===== config.mk =====
export PLATFORM = sky130hd
export DESIGN_NAME = pc_fetch_unit_flat
export DESIGN_NICKNAME = d
export VERILOG_FILES = /design/src/rtl/pc_fetch_unit_pkg.sv /design/src/rtl/pc_fetch_unit_if.sv /design/src/rtl/pc_fetch_unit_pc_incr.sv /design/src/rtl/pc_fetch_unit.sv /design/src/flat_wrapper.sv
export SDC_FILE = /design/constraint.sdc
export NUM_CORES = 1
export LEC_CHECK = 0
export CAP_MARGIN = 5
export CORE_AREA = 3 3 106 108
export DETAILED_ROUTE_END_ITERATION = 8
export DIE_AREA = 0 0 109 111
export DONT_BUFFER_PORTS = 1
export PLACE_DENSITY = 0.57
export SYNTH_ARGS = -nofsm -noshare
export SYNTH_HDL_FRONTEND = slang
export SYNTH_SLANG_ARGS = --single-unit
export TNS_END_PERCENT = 1

===== constraint.sdc =====
create_clock -name clk -period 3.9 [get_ports clk]
set_input_delay 0.78 -clock clk [delete_from_list [all_inputs] [get_ports clk]]
set_output_delay 0.78 -clock clk [all_outputs]
set_load 0.005 [all_outputs]

===== src/rtl/pc_fetch_unit_pkg.sv =====
// ============================================================================
// Module  : pc_fetch_unit_pkg
// Purpose : Shared types and constants for the instruction fetch unit.
// Rev     : 1.0  initial release
// ============================================================================
`default_nettype none

package pc_fetch_unit_pkg;

  localparam int              c_WORD_W      = 16;
  localparam logic [15:0]     c_RESET_PC    = 16'h0000;
  localparam logic [3:0]      c_HALT_OPCODE = 4'hF;

  typedef enum logic [1:0] {
    ST_FETCH = 2'd0,
    ST_WAIT  = 2'd1,
    ST_HOLD  = 2'd2,
    ST_HALT  = 2'd3
  } fetch_state_t;

endpackage

`default_nettype wire


===== src/rtl/pc_fetch_unit_if.sv =====
// ============================================================================
// Module  : pc_fetch_unit_if
// Purpose : Instruction-memory read bus between the fetch unit and imem.
// Rev     : 1.0  initial release
// ============================================================================
`default_nettype none

interface pc_fetch_unit_if;
  import pc_fetch_unit_pkg::*;

  logic                imem_req;
  logic [c_WORD_W-1:0] imem_addr;
  logic                imem_rdy;
  logic [c_WORD_W-1:0] imem_rdata;

  modport master (
    output imem_req,
    output imem_addr,
    input  imem_rdy,
    input  imem_rdata
  );

  modport slave (
    input  imem_req,
    input  imem_addr,
    output imem_rdy,
    output imem_rdata
  );
endinterface

`default_nettype wire


===== src/rtl/pc_fetch_unit_pc_incr.sv =====
// ============================================================================
// Module  : pc_incr
// Purpose : Fixed +2 incrementer for the program counter (wraps mod 2^16).
// Rev     : 1.0  initial release
// ============================================================================
`default_nettype none

module pc_incr
  import pc_fetch_unit_pkg::*;
(
  input  wire logic [c_WORD_W-1:0] i_a,
  output logic      [c_WORD_W-1:0] o_sum
);

  localparam logic [c_WORD_W-1:0] c_STEP = 16'h0002;

  assign o_sum = i_a + c_STEP;

endmodule

`default_nettype wire


===== src/rtl/pc_fetch_unit.sv =====
// ============================================================================
// Module  : pc_fetch_unit
// Purpose : Owns the PC, issues imem reads and hands words to decode.
// Rev     : 1.0  initial release
// ============================================================================
`default_nettype none

module pc_fetch_unit
  import pc_fetch_unit_pkg::*;
#(
  parameter logic [15:0] RESET_PC    = c_RESET_PC,
  parameter logic [3:0]  HALT_OPCODE = c_HALT_OPCODE
) (
  input  wire logic                clk,
  input  wire logic                rst,
  input  wire logic                i_stall,
  input  wire logic                i_redirect_valid,
  input  wire logic [c_WORD_W-1:0] i_redirect_pc,
  pc_fetch_unit_if.master          imem,
  output logic                     o_if_valid,
  output logic      [c_WORD_W-1:0] o_if_instr,
  output logic      [c_WORD_W-1:0] o_if_pc,
  output logic      [c_WORD_W-1:0] o_if_pc_plus2,
  output logic                     o_halted
);

  fetch_state_t        r_state, w_state_next;
  logic [c_WORD_W-1:0] r_pc, w_pc_next, w_pc_plus2;
  logic                r_imem_req, w_req_next;
  logic [c_WORD_W-1:0] r_imem_addr, w_addr_next;
  logic                r_if_valid, w_if_valid_next;
  logic [c_WORD_W-1:0] r_if_instr, r_if_pc, r_if_pc_plus2;
  logic                r_halted, w_halted_next;
  logic                r_squash, w_squash_next;
  logic                w_load;

  pc_incr u_pc_incr (
    .i_a   (r_pc),
    .o_sum (w_pc_plus2)
  );

  always_comb begin
    w_state_next    = r_state;
    w_pc_next       = r_pc;
    w_req_next      = 1'b0;
    w_addr_next     = r_imem_addr;
    w_if_valid_next = r_if_valid;
    w_halted_next   = r_halted;
    w_squash_next   = r_squash;
    w_load          = 1'b0;

    if (r_if_valid && !i_stall) begin
      w_if_valid_next = 1'b0;
    end

    if (i_redirect_valid) begin
      w_pc_next       = {i_redirect_pc[c_WORD_W-1:1], 1'b0};
      w_if_valid_next = 1'b0;
      if (r_state == ST_WAIT && !imem.imem_rdy) begin
        // Word still in flight: remember to drop it when it lands.
        w_squash_next = 1'b1;
      end else begin
        w_state_next  = ST_FETCH;
        w_squash_next = 1'b0;
        w_halted_next = 1'b0;
      end
    end else begin
      case (r_state)
        ST_FETCH: begin
          if (!(i_stall && r_if_valid)) begin
            w_req_next   = 1'b1;
            w_addr_next  = r_pc;
            w_state_next = ST_WAIT;
          end
        end
        ST_WAIT: begin
          if (imem.imem_rdy) begin
            if (r_squash) begin
              w_squash_next = 1'b0;
              w_state_next  = ST_FETCH;
            end else begin
              w_load          = 1'b1;
              w_if_valid_next = 1'b1;
              w_pc_next       = w_pc_plus2;
              if (imem.imem_rdata[c_WORD_W-1:c_WORD_W-4] == HALT_OPCODE) begin
                w_state_next  = ST_HALT;
                w_halted_next = 1'b1;
              end else if (i_stall) begin
                w_state_next = ST_HOLD;
              end else begin
                w_state_next = ST_FETCH;
              end
            end
          end
        end
        ST_HOLD: begin
          if (!i_stall) begin
            w_state_next = ST_FETCH;
          end
        end
        default: begin
        end
      endcase
    end
  end

  always_ff @(posedge clk) begin
    if (rst) begin
      r_state       <= ST_FETCH;
      r_pc          <= RESET_PC;
      r_imem_req    <= 1'b0;
      r_imem_addr   <= '0;
      r_if_valid    <= 1'b0;
      r_if_instr    <= '0;
      r_if_pc       <= '0;
      r_if_pc_plus2 <= '0;
      r_halted      <= 1'b0;
      r_squash      <= 1'b0;
    end else begin
      r_state     <= w_state_next;
      r_pc        <= w_pc_next;
      r_imem_req  <= w_req_next;
      r_imem_addr <= w_addr_next;
      r_if_valid  <= w_if_valid_next;
      r_halted    <= w_halted_next;
      r_squash    <= w_squash_next;
      if (w_load) begin
        r_if_instr    <= imem.imem_rdata;
        r_if_pc       <= r_pc;
        r_if_pc_plus2 <= w_pc_plus2;
      end
    end
  end

  assign imem.imem_req  = r_imem_req;
  assign imem.imem_addr = r_imem_addr;
  assign o_if_valid     = r_if_valid;
  assign o_if_instr     = r_if_instr;
  assign o_if_pc        = r_if_pc;
  assign o_if_pc_plus2  = r_if_pc_plus2;
  assign o_halted       = r_halted;

endmodule

`default_nettype wire


===== src/flat_wrapper.sv =====
// flat-port wrapper written by rule: the top's interface ports become plain ports
module pc_fetch_unit_flat import pc_fetch_unit_pkg::*;
#(
  parameter logic [15:0] RESET_PC    = c_RESET_PC,
  parameter logic [3:0]  HALT_OPCODE = c_HALT_OPCODE
)
  (clk, rst, i_stall, i_redirect_valid, i_redirect_pc, o_if_valid, o_if_instr, o_if_pc, o_if_pc_plus2, o_halted, imem_imem_req, imem_imem_addr, imem_imem_rdy, imem_imem_rdata);
  pc_fetch_unit_if imem_i ();
  input  wire logic clk;
  input  wire logic rst;
  input  wire logic i_stall;
  input  wire logic i_redirect_valid;
  input  wire logic [c_WORD_W-1:0] i_redirect_pc;
  output logic o_if_valid;
  output logic      [c_WORD_W-1:0] o_if_instr;
  output logic      [c_WORD_W-1:0] o_if_pc;
  output logic      [c_WORD_W-1:0] o_if_pc_plus2;
  output logic o_halted;
  output wire logic [$bits(imem_i.imem_req)-1:0] imem_imem_req;
  output wire logic [$bits(imem_i.imem_addr)-1:0] imem_imem_addr;
  input wire logic [$bits(imem_i.imem_rdy)-1:0] imem_imem_rdy;
  input wire logic [$bits(imem_i.imem_rdata)-1:0] imem_imem_rdata;
  assign imem_imem_req = imem_i.imem_req;
  assign imem_imem_addr = imem_i.imem_addr;
  assign imem_i.imem_rdy = imem_imem_rdy;
  assign imem_i.imem_rdata = imem_imem_rdata;
  pc_fetch_unit #(.RESET_PC(RESET_PC), .HALT_OPCODE(HALT_OPCODE)) u_core (.clk(clk), .rst(rst), .i_stall(i_stall), .i_redirect_valid(i_redirect_valid), .i_redirect_pc(i_redirect_pc), .imem(imem_i), .o_if_valid(o_if_valid), .o_if_instr(o_if_instr), .o_if_pc(o_if_pc), .o_if_pc_plus2(o_if_pc_plus2), .o_halted(o_halted));
endmodule

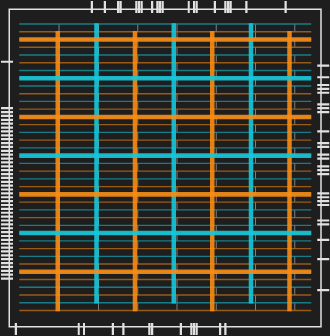
(images/pdn.png)
Pins as bars on the die edge. Tap cells in grey.
Key: orange = VSS; cyan = VDD
7 straps on met5. 7 straps on met4. 136 tap cells. The core has 37 rows.
Die H: 111 um
Peak supply drop: 184 uV
Die Width: 109 um
CORE AREA: 10300 um2

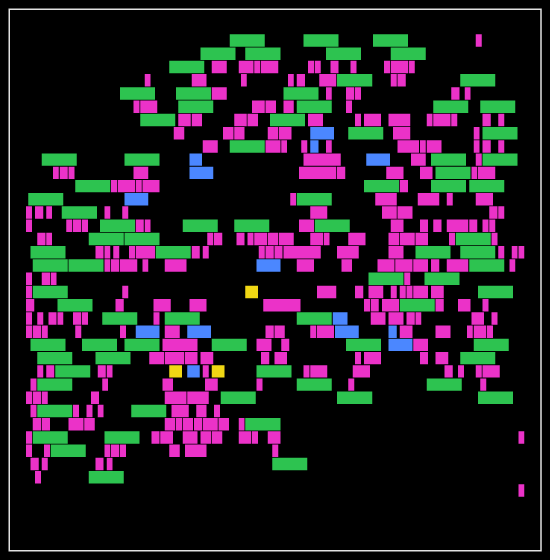
(images/cell_classes.png)
Key: yellow = other buffers and delay cells [cells 3]; magenta = all other logic [cells 290]; blue = clock drivers and dummy loads [cells 14]; green = flops [cells 82]
post-route cell area: 3800 um2
Row Count: 37

==> results.txt <==
Buffer depth of the longest clock path: 2
Total tool warning count: 29
Final period utilization: 0.631
Layout cells sized above 1: 0.100
Final setup violation count: 0
Flop pwr share: 0.586
Hold-fix buffers at CTS: 0
Fin crit period: 2.46 ns
Setup bufs post-CTS: 0
Cell area leaders: dfxtp_1 (45%), nand2_1 (7.2%), a21oi_1 (5.7%)
Worst EP arrival: 2.72 ns
Io pins: 104
Vias: 2656
Final Hold Fails: 0
Routing usage on met2: 0.232
WS Path Type: flop to flop
Initial drt markers: 174
Final ANT Viol Nets: 0
Avg Cell Area, Syn: 8.92 um2
Pleak: 1.34 nW
#FFs+latches synth: 82
Die ar.: 12100 um2
Area Growth Syn to Fin: 4.72%
Fin nets: 427
Largest net degree at the start of global routing: 82
Worst Path Max Fanout: 29
Status: finished, final reports clean
Hold Slack: 0.472 ns
Crit-path slowest cell: nor2_4
Residual DRC: 0
Synth unique cells: 49
Max_slew headroom: 0.548
Worst-margin pin slew: 0.677 ns
Setup Skew: 0.00917 ns
Clock Power Share: 0.341
Switching share of power: 0.262
Max Fclk: 406 MHz
Synth warn: 0
Max Slew Vio Count: 0
Met1 Resource Use GR: 0.184
Clock Latency Late Sink: 0.35 ns
Area reported by Yosys stat: 3630 um2
Antenna violations before repair: 0
Number of gates resized after cts: 0
H-tree level count: 3
Dominant cell area share: 0.452
Leading area contributor after synthesis: dfxtp_1
Buffers plus inverters on the worst setup path: 2
Combinational power share: 0.073
Global Route Usage Sum: 0.149
Antenna Cells: 0
Initial Utilization: 0.351
CTS tree: done
Register share after synthesis: 0.452
Tightest Hold Check Type: flop to flop
Switch Pwr: 0.405 mW
Mapped Cells: 407
Fillers: 1068
Yosys stat cell total: 407
Post-DP HPWL: 5.90 mm
# port buffers: 0
Cell internal pwr: 1.14 mW
Vias in the first global route: 2690
PwrDens: 407 nW/um2
# Max-Cap Violations: 0
Seq. cell area: 1640 um2
Setup TNS: 0 ns
Clock sink count: 82
Combinational Area: 1760 um2
Synthesized area: 3630 um2
Met3 usage: 0.0745
Layer with the highest usage: met2
Startpoint types: flop
GRT overflow: 0
Detailed Routing Iterations Pass 1: 4
Finished Layout Cells: 525
Unrepaired setup endpoints after global routing: no
Worst path required time: 4.16 ns
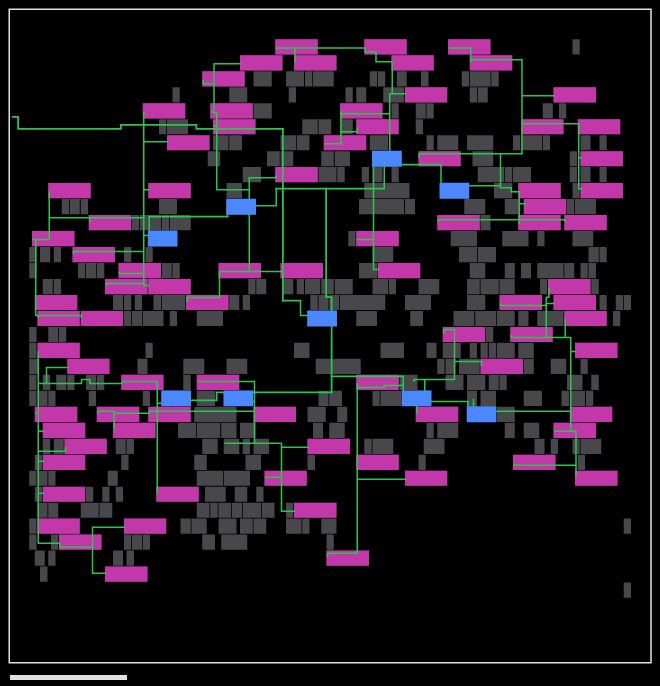
(images/clock_map.png)
The bar under the picture is 20 um long.
Key: green = clock wires [length 1030 um]; magenta = flip-flops [count 82]; blue = cells driving clock nets [count 9]
There are 10 routed clock nets.

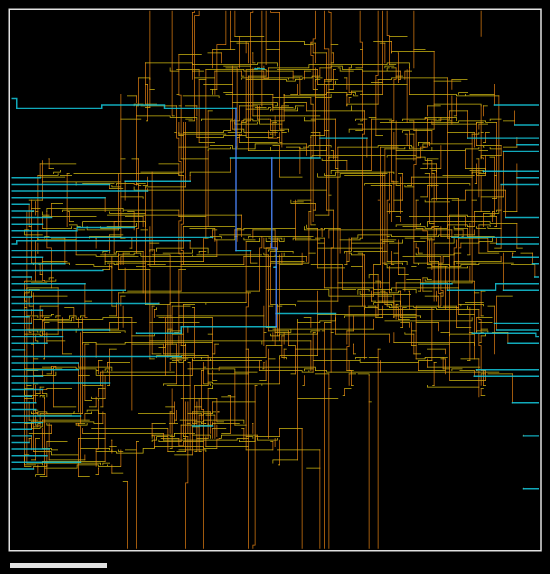
(images/metal_stack.png)
The bar under the picture is 20 um long.
Key: blue = met4 [wire length 64.8 um]; yellow = met1 [wire length 3880 um]; cyan = met3 [wire length 912 um]; orange = met2 [wire length 3930 um]

## power groups by stage
stage | Combinational (mW) | Clock (mW) | Sequential [mW]
finish | 0.113 | 0.527 | 0.905
global placement | 0.110 | 0 | 0.925
global route | 0.127 | 0.578 | 0.911
detailed placement | 0.114 | 0 | 0.926
floorplan | 0.128 | 0 | 0.903
CTS | 0.114 | 0.544 | 0.906
## sequential cells by signal, summed over array words and instances (netlist names)
register	count
u_core.imem.imem_req	1
u_core.imem.imem_addr	15
u_core.o_halted	1
u_core.r_pc	15
u_core.o_if_valid	1
u_core.o_if_pc	15
u_core.o_if_pc_plus2	15
u_core.r_state	2
u_core.o_if_instr	16
u_core.r_squash	1
## logic make-up (layout without fill, tap and decap cells)
group	after synthesis	count (layout)	share of synthesized area
simple gates	148	148	0.220
buf+inv	49	29	0.0638
xor+xnor	20	20	0.0483
mux	21	21	0.0583
other cells	1	3	0.00103
flops	82	82	0.452
compound gates	82	82	0.142
fa+ha+maj	4	4	0.0138
## synth_stat cells (all sizes together)
cell type  number
a211oi         10
a21o            2
a21oi          41
a22oi           5
a311oi          1
a31oi           2
and4            2
buf            24
clkbuf         13
conb            1
dfxtp          82
ha              4
inv            12
mux2            1
mux2i          20
nand2          70
nand2b          3
nand3           5
nand3b          2
nand4           6
nand4b          2
nand4bb         1
nor2           36
nor2b           3
nor3            8
nor4            5
o211ai          1
o21a            6
o21ai           4
o22ai           5
o2bb2ai         5
or2             1
or3             4
xnor2          14
xor2            6
## per-stage QoR
step | utilization | instance area, um2 | worst slack (ns)
after floorplan | - | 3640 | 2.08
after detailed placement | 0.353 | 3640 | 1.42
after global placement | 0.353 | 3640 | 1.50
after CTS | 0.368 | 3800 | 1.38
final | 0.368 | 3800 | 1.44
after global routing | 0.368 | 3800 | 1.12
## per-layer routing
layer | vias up | part of all wire
li1 | 1322 | -
met1 | 1240 | 0.44
met2 | 88 | 0.45
met3 | 6 | 0.10
met4 | 0 | 0.0073
met5 | - | 0
## final cells by class
cell class	count	area share
Clock buffer	9	0.0326
Clock inverter	5	0.00889
Inverter	12	0.0119
Multi-Input combinational cell	278	0.464
Sequential cell	82	0.432
Tap cell	136	0.0448
Timing Repair Buffer	3	0.00593
## worst paths after layout
kind,start,end,slack (ns),depth (start not counted)
setup reg to reg,u_core.r_state[1],u_core.o_if_pc_plus2[3],1.44,7
hold reg to reg,u_core.o_if_pc[9],u_core.o_if_pc[9],0.47,2
setup / recovery,u_core.r_state[1],u_core.o_if_pc_plus2[3],1.44,7
hold / removal,u_core.o_if_pc[9],u_core.o_if_pc[9],0.47,2
## tightest hold or removal path: stages (launching register included)
cell and delay (ns):
dfxtp_1 0.33, nand2_1 0.06, a21oi_1 0.05
Power and IR drop assume default switching activity.
